Figure 1. A small window of the routed layout.
The bar under the picture is 5 um long. Region (48, 48) to (68, 68) um. Cells in grey, sequential cells in the stronger grey; small squares are vias.
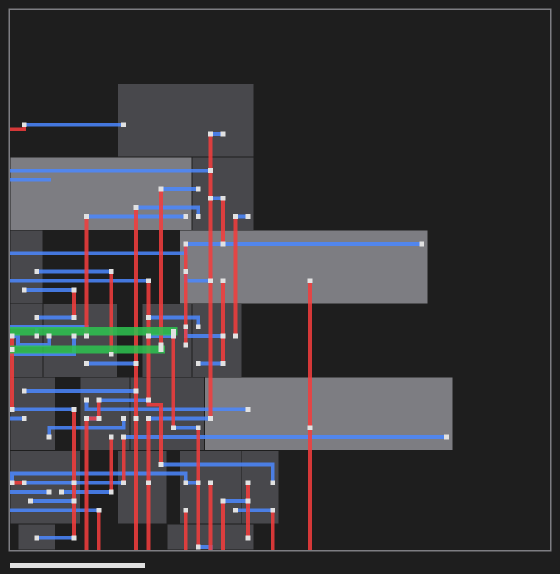
Figure 2. Wiring by layer.
The bar under the picture is 20 um long. Only two layers are drawn.
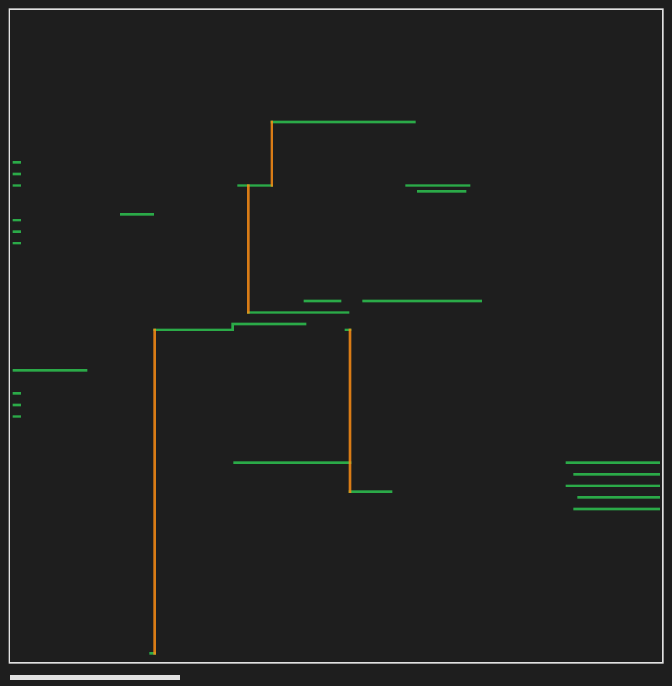
--- config.mk ---
export PLATFORM = sky130hd
export DESIGN_NAME = oflow_core_pe_load_scheduler
export DESIGN_NICKNAME = d
export VERILOG_FILES = /design/src/rtl/oflow_core_pe_load_scheduler.sv
export SDC_FILE = /design/constraint.sdc
export NUM_CORES = 1
export LEC_CHECK = 0
export ABC_AREA = 0
export CAP_MARGIN = 10
export CORE_MARGIN = 8
export CORE_UTILIZATION = 50
export CTS_CLUSTER_DIAMETER = 150
export DETAILED_ROUTE_END_ITERATION = 8
export GPL_TIMING_DRIVEN = 0
export PLACE_DENSITY = 0.75
export SYNTH_ARGS = -nofsm -noshare
export SYNTH_HDL_FRONTEND = slang
export SYNTH_SLANG_ARGS = --single-unit
--- constraint.sdc ---
create_clock -name clk -period 2.8 [get_ports clk]
set_input_delay 0.84 -clock clk [delete_from_list [all_inputs] [get_ports clk]]
set_output_delay 0.84 -clock clk [all_outputs]
set_load 0.05 [all_outputs]
--- src/rtl/oflow_core_pe_load_scheduler.sv ---
// oflow_core_pe_load_scheduler: walks one frame's bbox groups from the MEM buffer into the PE array.
module oflow_core_pe_load_scheduler #(
  parameter int PE_NUM = 24,
  parameter int NUM_OF_BBOX_IN_FRAME_WIDTH = 10,
  parameter int ROW_LEN = 6,
  parameter int PE_LEN = 3
) (
  input  logic                                  clk,
  input  logic                                  reset_N,
  input  logic                                  start_write,
  input  logic [NUM_OF_BBOX_IN_FRAME_WIDTH-1:0] num_of_bbox_in_frame,
  output logic                                  buf_req,
  input  logic                                  buf_ack,
  output logic [ROW_LEN-1:0]                    row_sel,
  output logic [PE_LEN-1:0]                     pe_sel,
  output logic [1:0]                            remainder,
  output logic                                  pe_wr_en,
  output logic                                  busy,
  output logic                                  done
);
  localparam int W = NUM_OF_BBOX_IN_FRAME_WIDTH;
  localparam int GW = W - 1;
  typedef enum logic [1:0] {IDLE, REQ, WRITE, DONE} state_t;
  state_t state, state_nx;
  logic [GW-1:0] g, g_last;
  logic [1:0] rem;
  logic [ROW_LEN-1:0] row;
  logic [PE_LEN-1:0] pe;
  logic [W:0] groups;
  logic last;
  assign groups = ({1'b0, num_of_bbox_in_frame} + (W+1)'(3)) >> 2;
  assign last = g == g_last;
  always_comb begin
    state_nx = state;
    case (state)
      IDLE:  state_nx = start_write ? (num_of_bbox_in_frame == '0 ? DONE : REQ) : IDLE;
      REQ:   state_nx = buf_ack ? WRITE : REQ;
      WRITE: state_nx = last ? DONE : REQ;
      DONE:  state_nx = IDLE;
      default: state_nx = IDLE;
    endcase
  end
  always_ff @(posedge clk or negedge reset_N) begin
    if (!reset_N) begin
      state  <= IDLE;
      g      <= '0;
      g_last <= '0;
      rem    <= '0;
      row    <= '0;
      pe     <= '0;
    end else begin
      state <= state_nx;
      if (state == IDLE && start_write) begin
        g      <= '0;
        g_last <= GW'(groups - (W+1)'(1));
        rem    <= num_of_bbox_in_frame[1:0];
        row    <= '0;
        pe     <= '0;
      end else if (state == WRITE && !last) begin
        g   <= g + GW'(1);
        pe  <= pe == PE_LEN'(PE_NUM/4 - 1) ? '0 : pe + PE_LEN'(1);
        row <= pe == PE_LEN'(PE_NUM/4 - 1) ? row + ROW_LEN'(1) : row;
      end
    end
  end
  assign buf_req   = state == REQ;
  assign pe_wr_en  = state == WRITE;
  assign busy      = state != IDLE;
  assign done      = state == DONE;
  assign remainder = (buf_req || pe_wr_en) && last ? rem : 2'd0;
  assign row_sel   = busy ? row : '0;
  assign pe_sel    = busy ? pe : '0;
endmodule

==> ci_impl_report.md <==
## Implementation flow summary

| Metric | Value |
|---|---|
| Endpoint of the lowest-slack register-to-register path | `g[8]$_DFFE_PN0P_` |
| Seq area share | `33.8%` |
| Post-place instance area | `approximately 2200 um^2` |
| Residual DRC | `0` |
| P_seq | `about 0.00063 W` |
| Routed Antenna Nets | `0` |
| Initial antenna violation count | `0` |
| Grt peak-use layer | `met2` |
| Leakage Power | `between 1 and 1.5 nW` |
| Crit path from | `g[2]$_DFFE_PN0P_` |
| Total Power | `0.00165 W` |
| Setup TNS | `0 ns` |
| FP Util | `between 50 and 60%` |
| CP Depth | `5` |
| Top_reg_cell synth | `dfrtp_1` |
| Global-route wire length before repair | `approximately 7400 um` |
| Pins over their slew limit | `0` |
| Met1 wire length | `1860 um` |
| Clock buffer count | `6` |
| Critical path arrival | `~1.9 ns` |
| Late-Pin Clk Latency | `between 0.2 and 0.3 ns` |
| Met1 usage | `17.5%` |
| CTS tree | `done` |
| Met3 Track Usage GR | `under 10%` |
| Root Driver | `clkbuf_8` |
| Mean Syn Cell Area | `roughly 9 um^2` |
| Unrepaired setup endpoints after global routing | `no` |
| GPL Wtd Cong | `0.806` |
| Well Taps | `around 48` |
| Cts hold-fix bufs | `0` |
| Mapped Area | `about 1800 um^2` |
| Area growth syn-to-layout | `24.5%` |
| Hold Crit Start | `rem[0]$_DFFE_PN0P_` |
| Setup WS post-layout | `between 0.1 and 0.15 ns` |
| Final core occ | `63.7%` |
| Vias per inst | `roughly 5.5` |
| Placed instance count | `281` |
| # H-tree levels | `2` |
| Sw Share | `roughly two fifths` |
| Cell type with the largest total area | `dfrtp_1` |
| Chip area | `between 5000 and 6000 um^2` |
| Maxcap violations | `0` |
| Core area | `about 3600 um^2` |
| Crit path largest cell delay | `around 0.43 ns` |
| Grt ovf | `0` |
| Combinational fraction of design power | `40.7%` |
| Worst setup SP type | `register` |
| Crit Path Class | `register to primary output` |
| PD cells | `around 720 nW/um^2` |
| Outcome | `finished clean` |
| Peak supply drop | `~0.46 mV` |
| Clk tree area frac | `approximately 3.8%` |
| Yosys top cell by instances | `nand2_1` |
| Invs w/o clock | `6` |
| Largest net degree at the start of global routing | `18` |
## Picture notes: Figure 1
Key: red = metal 2; blue = metal 1; green = metal 3
Most frequent: a21oi_1 (3), dfrtp_1 (3). Netlist names of flops here include g (3). 16 logic cells have their middle in the window. Sequential cells in the window: 3.

## Picture notes: Figure 2
Key: green = metal 3 [wire length 170 um]; orange = metal 4 [wire length 79.6 um]
via count: 1582
Overall Global Routing Usage: 15.4%
wire per inst: 14.3 um
Routed WL: 4140 um

-- timing repair --
action                                  CTS  global route
setup buffers                             2             0
pin swaps                                 2             1
gates resized                            20            24
endpoints found under the hold margin     0             0
endpoints found under the setup margin   10            14
-- kinds of logic (layout without fill, tap and decap cells) --
kind of cell / Yosys count / count (layout) / synth area share, %
flip-flops: 31 / 31 / 42.0
multiplexers: 3 / 3 / 1.63
XOR/XNOR: 22 / 22 / 10.4
buffers and inverters: 13 / 51 / 2.85
AND/OR/NAND/NOR: 88 / 88 / 24.9
AND-OR/OR-AND: 40 / 40 / 13.4
adder cells (fa/ha/maj): 7 / 7 / 4.75
-- sequential cells by signal, indices dropped and copies added (netlist names) --
| register | count |
|---|---|
| rem | 2 |
| g | 9 |
| pe | 3 |
| state | 2 |
| row | 6 |
| g_last | 9 |
Power is estimated from default activity; no workload was simulated.
